<file path="src/rtl/phase_pkg.sv">
// phase_pkg: shared phase word width, phase word type and slew FSM states
// Contents: PHASE_W (phase word width), phase_t (one phase word), slew_state_t (IDLE, LOAD, SLEW)
package phase_pkg;
    localparam int PHASE_W = 32;
    typedef logic [PHASE_W-1:0] phase_t;
    typedef enum logic [1:0] {IDLE, LOAD, SLEW} slew_state_t;
endpackage

</file>
<file path="src/rtl/phase_accumulator.sv">
// phase_accumulator: registered NCO phase adder, phase <= phase + freq + add (mod 2^PHASE_W)
// Ports: clk, reset (sync, active-high), freq (increment per tick), add (extra slew increment), phase (accumulator)
module phase_accumulator
    import phase_pkg::*;
(
    input  logic               clk,
    input  logic               reset,
    input  logic [PHASE_W-1:0] freq,
    input  logic [PHASE_W-1:0] add,
    output logic [PHASE_W-1:0] phase
);
    phase_t phase_q, phase_d;

    always_comb phase_d = phase_q + freq + add;

    always_ff @(posedge clk) phase_q <= reset ? '0 : phase_d;

    assign phase = phase_q;
endmodule

</file>
<file path="src/rtl/phase_slew_applier.sv">
// phase_slew_applier: spreads a signed phase shift linearly over 2^slew_log2 ticks on a running NCO phase
// Ports: clk, reset (sync, active-high), start (apply phase_shift), freq (NCO increment, every cycle),
//        phase_shift (signed shift, sampled with start), slew_log2 (log2 slew ticks, sampled with start),
//        phase (NCO phase), busy (LOAD or SLEW), ready (last slew finished)
// Option: define PHASE_SLEW_RETRIGGER_EN to accept start during SLEW, folding the undelivered residue
//         into the new shift; otherwise start is ignored while busy.
module phase_slew_applier
    import phase_pkg::*;
#(
    parameter int SLEW_LOG2_MAX = 20
) (
    input  logic               clk,
    input  logic               reset,
    input  logic               start,
    input  logic [PHASE_W-1:0] freq,
    input  logic [PHASE_W-1:0] phase_shift,
    input  logic [4:0]         slew_log2,
    output logic [PHASE_W-1:0] phase,
    output logic               busy,
    output logic               ready
);
    localparam logic [4:0] L_MAX = 5'(SLEW_LOG2_MAX);

    slew_state_t state_q, state_d;
    phase_t      shift_q, shift_d, step_q, step_d, rem_q, rem_d, count_q, count_d;
    phase_t      add, residue;
    logic [4:0]  l_q, l_d, l_in;
    logic        ready_q, ready_d, take;

    assign l_in = (slew_log2 > L_MAX) ? L_MAX : slew_log2;

`ifdef PHASE_SLEW_RETRIGGER_EN
    assign take    = start && (state_q == IDLE || state_q == SLEW);
    // this cycle's add is still delivered, so only the remaining count steps (and rem, if not yet paid) carry over
    assign residue = (state_q == SLEW && count_q != '0) ? count_q * step_q + rem_q : '0;
`else
    assign take    = start && state_q == IDLE;
    assign residue = '0;
`endif

    always_comb begin
        state_d = state_q;
        shift_d = shift_q;
        l_d     = l_q;
        step_d  = step_q;
        rem_d   = rem_q;
        count_d = count_q;
        ready_d = ready_q;
        add     = '0;
        if (state_q == LOAD) begin
            step_d  = phase_t'($signed(shift_q) >>> l_q);
            rem_d   = shift_q - (step_d << l_q);
            count_d = (phase_t'(1) << l_q) - phase_t'(1);
            state_d = SLEW;
        end
        if (state_q == SLEW) begin
            add     = (count_q == '0) ? step_q + rem_q : step_q;
            count_d = count_q - phase_t'(1);
            state_d = (count_q == '0) ? IDLE : SLEW;
            ready_d = (count_q == '0) ? 1'b1 : ready_q;
        end
        if (take) begin
            shift_d = phase_shift + residue;
            l_d     = l_in;
            ready_d = 1'b0;
            state_d = LOAD;
        end
    end

    always_ff @(posedge clk) begin
        if (reset) begin
            state_q <= IDLE;
            shift_q <= '0;
            l_q     <= '0;
            step_q  <= '0;
            rem_q   <= '0;
            count_q <= '0;
            ready_q <= 1'b0;
        end else begin
            state_q <= state_d;
            shift_q <= shift_d;
            l_q     <= l_d;
            step_q  <= step_d;
            rem_q   <= rem_d;
            count_q <= count_d;
            ready_q <= ready_d;
        end
    end

    phase_accumulator u_acc (
        .clk   (clk),
        .reset (reset),
        .freq  (freq),
        .add   (add),
        .phase (phase)
    );

    assign busy  = state_q != IDLE;
    assign ready = ready_q;
endmodule

</file>
<file path="config.mk">
export PLATFORM = sky130hd
export DESIGN_NAME = phase_slew_applier
export DESIGN_NICKNAME = d
export VERILOG_FILES = /design/src/rtl/phase_pkg.sv /design/src/rtl/phase_accumulator.sv /design/src/rtl/phase_slew_applier.sv
export SDC_FILE = /design/constraint.sdc
export NUM_CORES = 1
export LEC_CHECK = 0
export ABC_AREA = 1
export CORE_ASPECT_RATIO = 1.75
export CORE_UTILIZATION = 35
export DETAILED_ROUTE_END_ITERATION = 8
export PLACE_DENSITY = 0.56
export SLEW_MARGIN = 20
export SYNTH_ARGS = -nofsm -noshare
export SYNTH_HDL_FRONTEND = slang
export SYNTH_SLANG_ARGS = --single-unit
</file>
<file path="constraint.sdc">
create_clock -name clk -period 4.7 [get_ports clk]
set_input_delay 1.175 -clock clk [delete_from_list [all_inputs] [get_ports clk]]
set_output_delay 1.175 -clock clk [all_outputs]
set_load 0.05 [all_outputs]
</file>
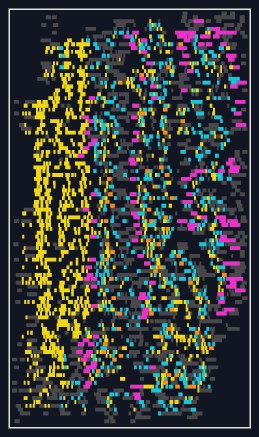
*Gate families picked out, run 1*
legend:
  magenta:
    family: adder and majority cells
    cells: 130
    most_used: ha_1
    where: widely spread
  orange:
    family: XOR/XNOR gates
    cells: 54
    most_used: xor2_1
  yellow:
    family: NAND gates
    cells: 1137
    most_used: nand2_1
    where: widely spread
  cyan:
    family: inverting AOI/OAI gates
    cells: 492
    most_used: a21oi_1
Non-Filler Instances: 3497
most frequent logic cell in the layout: nand2_1

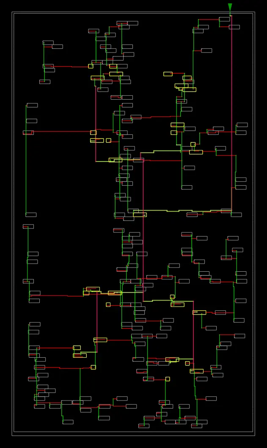
*Clock wiring as the flow saved it, run 1*
clk sink count: 168
TritonCTS Buffers: 17

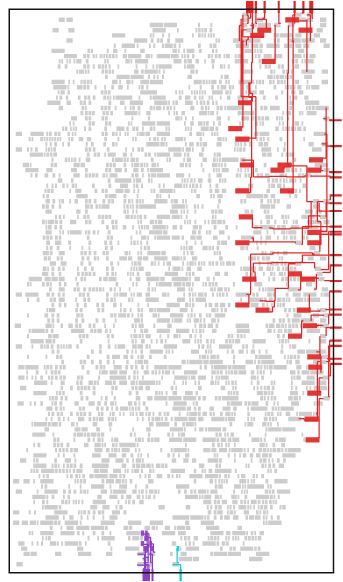
*Port wiring, run 1*
legend:
  purple:
    port: `slew_log2`
    bits: 5
    direction: input
    edge: bottom
    end_cells: 7
    buffers: 5
    wire: 115 µm
  red:
    port: `phase`
    bits: 32
    direction: output
    edge: 21 right, 11 top
    end_cells: 32
    buffers: 32
    wire: 1430 µm
  cyan:
    port: `start`
    bits: 1
    direction: input
    edge: bottom
    end_cells: 1
    buffers: 1
    wire: 16.1 µm
Ports: 106
IO buf count: 105

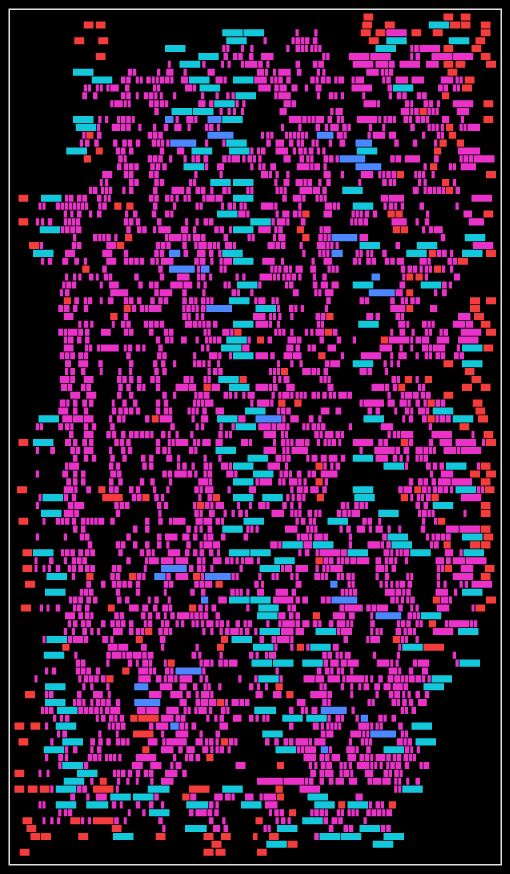
*Placement by cell class, run 1*
legend:
  red:
    class: other buffers and delay cells
    cells: 214
    share_of_their_area: 10%
  cyan:
    class: flops
    cells: 168
    share_of_their_area: 18%
  magenta:
    class: all other logic
    cells: 2429
    share_of_their_area: 69%
  blue:
    class: clock drivers and dummy loads
    cells: 32
    share_of_their_area: 3.0%
site row count: 107
Final Cell Area: 0.0200 mm²
fraction of area in registers: 16.8%
post-layout util: 41.3%

==> flow_summary.toml, run 1 <==
# physical design summary
[timing]
drv_slew = 0
rsz0062_at_grt = "true"
period_used_pct = 96.1

[logic_synthesis]
fa_ha_area_share_pct = 11.0
netlist_area_mm2 = 0.0172
syn_avg_cell_area_um2 = 6.29
netlist_instances = 2725
top_area_cell = "dfxtp_1"

[setup_path]
arrival_ns = 4.88
critPathCapture = "rem_q[27]$_SDFFE_PP0P_"

[power_and_ir_drop]
p_switching_mw = 6.56
seq-power_mw = 2.32

[finish]
n_all_inverters = 305
syn2layout_area_growth_pct = 16.8
most-common-layout-cells = "556 x nand2_1, 492 x nand3_1, 288 x inv_1"

[cts]
htreeDepth = 4
insertion_delay_ns = 0.48
clk_path_buf_depth = 2
clkTransAtPathRegs_ns = 0.08
postCtsResizedCells = 3

[global_route]
grt_overflow_total = 0
antenna_found_initial = 0
use_met3_pct = 2.67
grt_pass1_vias = 19400

[floorplan]
die_area_mm2 = 0.0499
fp.coreArea_mm2 = 0.0485

[placed_design]
gp_congestion = 0.986

[routing]
vias = 19200

[status]
status = "finished clean"
==> inputs of run 2 (changes only) <==
==> constraint.sdc (replaced) <==
create_clock -name clk -period 5.25 [get_ports clk]
set_input_delay 1.3125 -clock clk [delete_from_list [all_inputs] [get_ports clk]]
set_output_delay 1.3125 -clock clk [all_outputs]
set_load 0.05 [all_outputs]
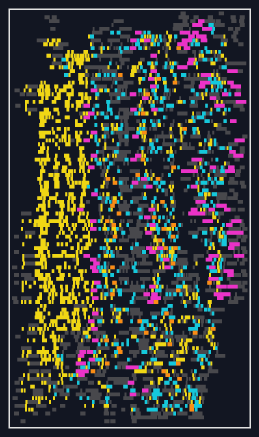
*Gate families picked out, run 2*
legend:
  magenta:
    family: adder and majority cells
    cells: 130
    most_used: ha_1
  orange:
    family: XOR/XNOR gates
    cells: 54
    most_used: xor2_1
  cyan:
    family: inverting AOI/OAI gates
    cells: 492
    most_used: a21oi_1
  yellow:
    family: NAND gates
    cells: 1137
    most_used: nand2_1
    where: widely spread

==> flow_summary.toml, run 2 <==
# physical design summary
[finish]
utilization_pct = 39.8
n_all_inverters = 305
lay_top_count = "nand2_1"
layoutNonFillerInstCount = 3422
most-common-layout-cells = "558 x nand2_1, 495 x nand3_1, 288 x inv_1"
syn2layout_area_growth_pct = 12.3
area_share_nonclk_buffers_pct = 6.88
final_area_mm2 = 0.0193

[power_and_ir_drop]
p_switching_mw = 5.77
seq-power_mw = 2.08

[floorplan]
io_pins = 106
rows = 107
fp.coreArea_mm2 = 0.0485

[timing]
period_used_pct = 94.0
rsz0062_at_grt = "false"
drv_slew = 0

[cts]
postCtsResizedCells = 0
cts_buffers = 17
clkTransAtPathRegs_ns = 0.09
clk_path_buf_depth = 2
cts.sinks = 168
htreeDepth = 4
insertion_delay_ns = 0.48

[setup_path]
arrival_ns = 5.27
critPathCapture = "u_acc.phase[26]$_SDFF_PP0_"

[status]
status = "finished clean"

[logic_synthesis]
top_area_cell = "dfxtp_1"
fa_ha_area_share_pct = 11.0
syn_avg_cell_area_um2 = 6.29
yosys-top-cells-area = "dfxtp_1 20%, nand3_1 14%, nand2_1 12%"
netlist_area_mm2 = 0.0172

[global_route]
grt_overflow_total = 0
use_met3_pct = 2.30
grt-busiest-layer = "met2"
grt_pass1_vias = 19600

[placed_design]
gp_congestion = 0.993
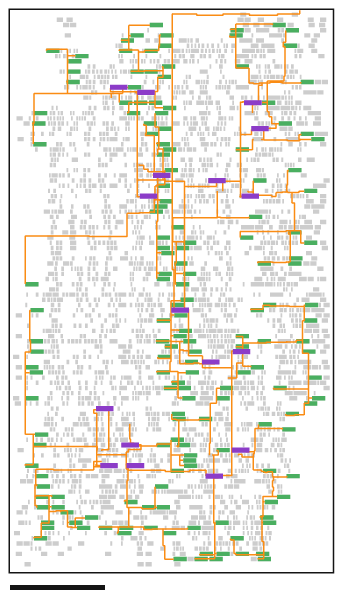
*Routed clock nets over the placement, run 2*
Bar = 50 µm.
legend:
  orange:
    item: clock wires
    length: 3040 µm
  purple:
    item: cells driving clock nets
    count: 17
  green:
    item: flip-flops
    count: 168
flops lie: widely spread
routed clock nets: 18

